`config.mk`:
```
export PLATFORM = sky130hd
export DESIGN_NAME = layer_seq
export DESIGN_NICKNAME = d
export VERILOG_FILES = /design/src/rtl/lenet_pkg.sv /design/src/rtl/dram_port_mux.sv /design/src/rtl/layer_seq.sv
export SDC_FILE = /design/constraint.sdc
export NUM_CORES = 1
export LEC_CHECK = 0
export CORE_AREA = 2 2 189 191
export CTS_CLUSTER_SIZE = 30
export DETAILED_ROUTE_END_ITERATION = 10
export DIE_AREA = 0 0 191 193
export GPL_TIMING_DRIVEN = 0
export HOLD_SLACK_MARGIN = 0.15
export REMOVE_ABC_BUFFERS = 1
export SYNTH_ARGS = -nofsm -noshare
export SYNTH_HDL_FRONTEND = slang
export SYNTH_SLANG_ARGS = --single-unit
```
`constraint.sdc`:
```
create_clock -name clk -period 2.9 [get_ports clk]
set_input_delay 0.435 -clock clk [delete_from_list [all_inputs] [get_ports clk]]
set_output_delay 0.435 -clock clk [all_outputs]
set_load 0.02 [all_outputs]
```
`src/rtl/lenet_pkg.sv`:
```
// Shared LeNet accelerator definitions: layer indices and the layer sequencer
// state encoding.
package lenet_pkg;

    localparam int LYR_CONV1  = 0;
    localparam int LYR_POOL1  = 1;
    localparam int LYR_CONV2  = 2;
    localparam int LYR_POOL2  = 3;
    localparam int LYR_FC     = 4;
    localparam int NUM_LAYERS = 5;

    typedef enum logic [5:0] {
        S_IDLE   = 6'b000001,
        S_SCAN   = 6'b000010,
        S_LAUNCH = 6'b000100,
        S_RUN    = 6'b001000,
        S_FINISH = 6'b010000,
        S_ERR    = 6'b100000
    } seq_state_t;

endpackage

```
`src/rtl/dram_port_mux.sv`:
```
// Routes the selected engine's DRAM request port onto the shared DRAM
// interface.
// When the mux is inactive, every output is 0.
module dram_port_mux #(
    parameter int DATA_WIDTH = 32,
    parameter int ADDR_WIDTH = 18,
    parameter int NUM_LAYERS = 5,
    parameter int SEL_WIDTH  = 3
) (
    input  logic [SEL_WIDTH-1:0]             sel,
    input  logic                             active,
    input  logic                             dram_valid,
    input  logic [NUM_LAYERS*ADDR_WIDTH-1:0] lyr_addr_in,
    input  logic [NUM_LAYERS*ADDR_WIDTH-1:0] lyr_addr_out,
    input  logic [NUM_LAYERS*DATA_WIDTH-1:0] lyr_data_out,
    input  logic [NUM_LAYERS-1:0]            lyr_en_rd,
    input  logic [NUM_LAYERS-1:0]            lyr_en_wr,
    output logic [NUM_LAYERS-1:0]            lyr_dram_valid,
    output logic [ADDR_WIDTH-1:0]            dram_addr_rd,
    output logic [ADDR_WIDTH-1:0]            dram_addr_wr,
    output logic [DATA_WIDTH-1:0]            dram_data_wr,
    output logic                             dram_en_rd,
    output logic                             dram_en_wr
);

    // NOTE: every output gets a default before the selection loop so no
    // path through the block leaves one unassigned (which would infer a latch).
    always_comb begin
        lyr_dram_valid = '0;
        dram_addr_rd   = '0;
        dram_addr_wr   = '0;
        dram_data_wr   = '0;
        dram_en_rd     = 1'b0;
        dram_en_wr     = 1'b0;
        for (int i = 0; i < NUM_LAYERS; i++) begin
            if (active && sel == SEL_WIDTH'(i)) begin
                lyr_dram_valid[i] = dram_valid;
                dram_addr_rd      = lyr_addr_in[i*ADDR_WIDTH +: ADDR_WIDTH];
                dram_addr_wr      = lyr_addr_out[i*ADDR_WIDTH +: ADDR_WIDTH];
                dram_data_wr      = lyr_data_out[i*DATA_WIDTH +: DATA_WIDTH];
                dram_en_rd        = lyr_en_rd[i];
                dram_en_wr        = lyr_en_wr[i];
            end
        end
    end

endmodule

```
`src/rtl/layer_seq.sv`:
```
// LeNet layer sequencer: launches the selected engines one at a time in index
// order, shares the DRAM port with the active engine, and runs a per-layer watchdog.
module layer_seq #(
    parameter int          DATA_WIDTH = 32,
    parameter int          ADDR_WIDTH = 18,
    parameter int          NUM_LAYERS = lenet_pkg::NUM_LAYERS,
    parameter int unsigned TIMEOUT    = 262143
) (
    input  logic                             clk,
    input  logic                             srstn,
    input  logic                             start,
    input  logic [NUM_LAYERS-1:0]            layer_mask,
    output logic                             busy,
    output logic                             done,
    output logic                             error,
    output logic [2:0]                       err_layer,
    output logic [31:0]                      run_cycles,
    output logic [NUM_LAYERS-1:0]            lyr_enable,
    input  logic [NUM_LAYERS-1:0]            lyr_done,
    output logic [NUM_LAYERS-1:0]            lyr_dram_valid,
    input  logic [NUM_LAYERS*ADDR_WIDTH-1:0] lyr_addr_in,
    input  logic [NUM_LAYERS*ADDR_WIDTH-1:0] lyr_addr_out,
    input  logic [NUM_LAYERS*DATA_WIDTH-1:0] lyr_data_out,
    input  logic [NUM_LAYERS-1:0]            lyr_en_rd,
    input  logic [NUM_LAYERS-1:0]            lyr_en_wr,
    input  logic                             dram_valid,
    output logic [ADDR_WIDTH-1:0]            dram_addr_rd,
    output logic [ADDR_WIDTH-1:0]            dram_addr_wr,
    output logic [DATA_WIDTH-1:0]            dram_data_wr,
    output logic                             dram_en_rd,
    output logic                             dram_en_wr
);

    import lenet_pkg::*;

    localparam logic [2:0] LAST = 3'(NUM_LAYERS - 1);

    seq_state_t            state, state_nx;
    logic [2:0]            cur;
    logic [NUM_LAYERS-1:0] mask;
    logic [31:0]           wdog;
    logic                  mux_active;
    logic                  wdog_expired;

    assign wdog_expired = (wdog == TIMEOUT);

    // NOTE: reset is sampled on the clock edge only; srstn is not in the
    // sensitivity list.
    always_ff @(posedge clk) begin
        if (!srstn) state <= S_IDLE;
        else        state <= state_nx;
    end

    always_comb begin
        state_nx = state;
        case (state)
            S_IDLE, S_ERR: if (start) state_nx = S_SCAN;
            S_SCAN: begin
                if (mask[cur])         state_nx = S_LAUNCH;
                else if (cur == LAST)  state_nx = S_FINISH;
            end
            S_LAUNCH: state_nx = S_RUN;
            S_RUN: begin
                if (lyr_done[cur])     state_nx = (cur == LAST) ? S_FINISH : S_SCAN;
                else if (wdog_expired) state_nx = S_ERR;
            end
            S_FINISH: state_nx = S_IDLE;
            default:  state_nx = S_IDLE;
        endcase
    end

    always_comb begin
        busy       = (state != S_IDLE);
        done       = (state == S_FINISH);
        mux_active = (state == S_LAUNCH) || (state == S_RUN);
        lyr_enable = '0;
        if (state == S_LAUNCH) lyr_enable = NUM_LAYERS'(1) << cur;
    end

    // NOTE: all sequential state uses non-blocking assignments, so every
    // register updates from the values it held before the edge.
    always_ff @(posedge clk) begin
        if (!srstn) begin
            cur        <= '0;
            mask       <= '0;
            wdog       <= '0;
            error      <= 1'b0;
            err_layer  <= '0;
            run_cycles <= '0;
        end else begin
            case (state)
                S_IDLE, S_ERR: begin
                    if (start) begin
                        mask       <= layer_mask;
                        cur        <= '0;
                        error      <= 1'b0;
                        run_cycles <= '0;
                    end
                end
                S_SCAN:   if (!mask[cur] && cur != LAST) cur <= cur + 3'd1;
                S_LAUNCH: wdog <= '0;
                S_RUN: begin
                    if (lyr_done[cur]) begin
                        if (cur != LAST) cur <= cur + 3'd1;
                    end else if (wdog_expired) begin
                        error     <= 1'b1;
                        err_layer <= cur;
                    end else begin
                        wdog <= wdog + 32'd1;
                    end
                end
                default: ;
            endcase
            // Counts the run itself; holds once the run ends or the watchdog fires.
            if (state != S_IDLE && state != S_ERR && run_cycles != '1)
                run_cycles <= run_cycles + 32'd1;
        end
    end

    dram_port_mux #(
        .DATA_WIDTH (DATA_WIDTH),
        .ADDR_WIDTH (ADDR_WIDTH),
        .NUM_LAYERS (NUM_LAYERS),
        .SEL_WIDTH  (3)
    ) u_mux (
        .sel            (cur),
        .active         (mux_active),
        .dram_valid     (dram_valid),
        .lyr_addr_in    (lyr_addr_in),
        .lyr_addr_out   (lyr_addr_out),
        .lyr_data_out   (lyr_data_out),
        .lyr_en_rd      (lyr_en_rd),
        .lyr_en_wr      (lyr_en_wr),
        .lyr_dram_valid (lyr_dram_valid),
        .dram_addr_rd   (dram_addr_rd),
        .dram_addr_wr   (dram_addr_wr),
        .dram_data_wr   (dram_data_wr),
        .dram_en_rd     (dram_en_rd),
        .dram_en_wr     (dram_en_wr)
    );

endmodule

```
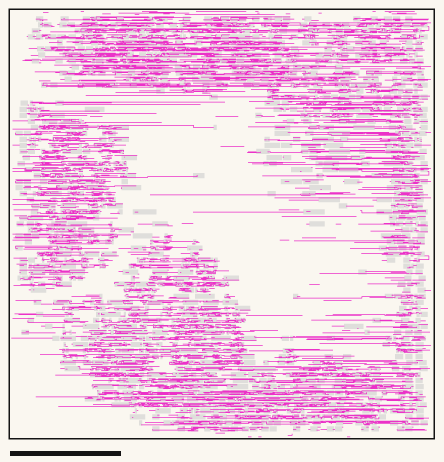
Fig. 1. Signal wires on met1.
Bar = 50 µm.
nets with wire on the layer: 1685
share of all routed wire: 38%
main direction: horizontal
longest straight run: 75.4 µm
WL final: 53800 µm
Vias: 10800

==> flow_summary.ini <==
; generated from flow reports
[run_status]
status = complete, but fails checks
violations = negative setup slack

[grt]
grt_use_total_pct = 26.4
grt_util_met1_pct = 31.4
grt_pass1_wl_um = 70900
overflow = 0

[yosys]
netlist_area_mm2 = 0.00683
synth_chip_area_mm2 = 0.00683
synthCells = 965
edf_count = 0
aoi_share_pct = 44.1
ff_type = dfxtp_1
synth.logic.top_family = AND-OR/OR-AND gates
synth_stat.cells = 965
synth.avg_cell_area_um2 = 7.08

[timing]
tightest_slew_ns = 0.674
tns_ns = -20.15
period_needed_ns = 3.30
setup_viol = 71
fin_ws_ns = -0.398
clock.fmax_ghz = 0.303
rsz0062_at_grt = true

[clock_tree]
postCtsResizedCells = 610
htreeDepth = 3
postCtsSetupRepairBufs = 87

[worst_setup_path]
criticalPathCategory = register to output port
cp-end-kind = output port
critPathSlowestCell = or4_4
critPathMaxFanout = 8

[floorplanning]
dieArea_mm2 = 0.0369
num_io_pins = 482

[placement]
port_buffers = 481
dp.cells = 1830
gp_congestion = 0.821

[power_and_ir_drop]
report.power.total_mw = 3.15
clk-power_mw = 1.17
seq_cell_power_mw = 1.16

[final_layout]
fillers = 3392
final_nets = 1898
area_growth_pct = 124
drive_above_1_share_pct = 24.0

[detailed_routing]
drc_errors = 0
wl_per_cell_um = 26.9
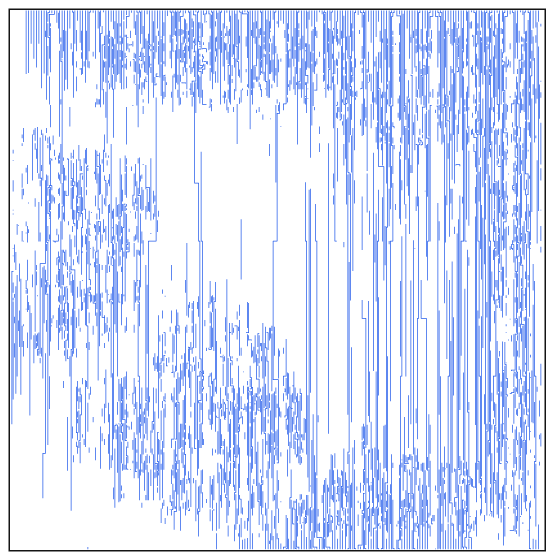
Fig. 2. Met2 routing.
wire length on this layer: 25.8 mm
main direction: vertical
share of all routed wire: 48%
longest straight run: 117 µm
grt met2 use: 45.2%

==> synthesized netlist by cell type, drive strengths merged, types with 5 or more instances <==
cell type / count / area (µm²)
nand2: 71 / 267
dfxtp: 82 / 1640
a221oi: 67 / 587
o21a: 69 / 518
a31oi: 18 / 113
o211ai: 5 / 37.5
and3: 19 / 124
mux2: 5 / 56.3
and2: 14 / 87.6
ha: 7 / 87.6
a21oi: 118 / 602
nor3: 14 / 75.1
nand4: 15 / 93.8
nor4: 10 / 83.8
nor2: 38 / 145
xor2: 7 / 61.3
nand3: 38 / 190
inv: 8 / 30.0
clkbuf: 61 / 229
buf: 28 / 150
o31ai: 11 / 87.6
and4: 7 / 61.3
or3: 23 / 144
or4: 9 / 71.3
o21ai: 175 / 876
==> routing by layer <==
layer  vias up  part of all wire (%)
li1       4915                     -
met2       560                    48
met4         8                   3.3
met1      5247                    38
met3       106                    10
met5         -                 0.086
==> state kept, by name, summed over array words and instances, names as in the netlist <==
| register | count |
|---|---|
| cur | 3 |
| err_layer | 3 |
| error | 1 |
| mask | 5 |
| run_cycles | 32 |
| state | 6 |
| wdog | 32 |
==> layout make-up <==
class / count / share of cell area, %
clock buffers: 12 / 1.61
repair buffers: 628 / 46.7
multi-input cells: 797 / 36.4
diodes: 4 / 0.0655
clock inverters: 4 / 0.336
inverters: 9 / 0.287
well taps: 461 / 3.78
flip-flops and latches: 82 / 10.8
==> worst paths after layout <==
path,start,end,slack (ns)
worst max-delay path,state[4]$_SDFFE_PN0P_,dram_data_wr[5],-0.40
worst min-delay path,mask[4]$_SDFFE_PN0P_,mask[4]$_SDFFE_PN0P_,0.45
worst max register to register,state[4]$_SDFFE_PN0P_,run_cycles[21]$_SDFFE_PN0P_,0.22
worst min register to register,mask[4]$_SDFFE_PN0P_,mask[4]$_SDFFE_PN0P_,0.45
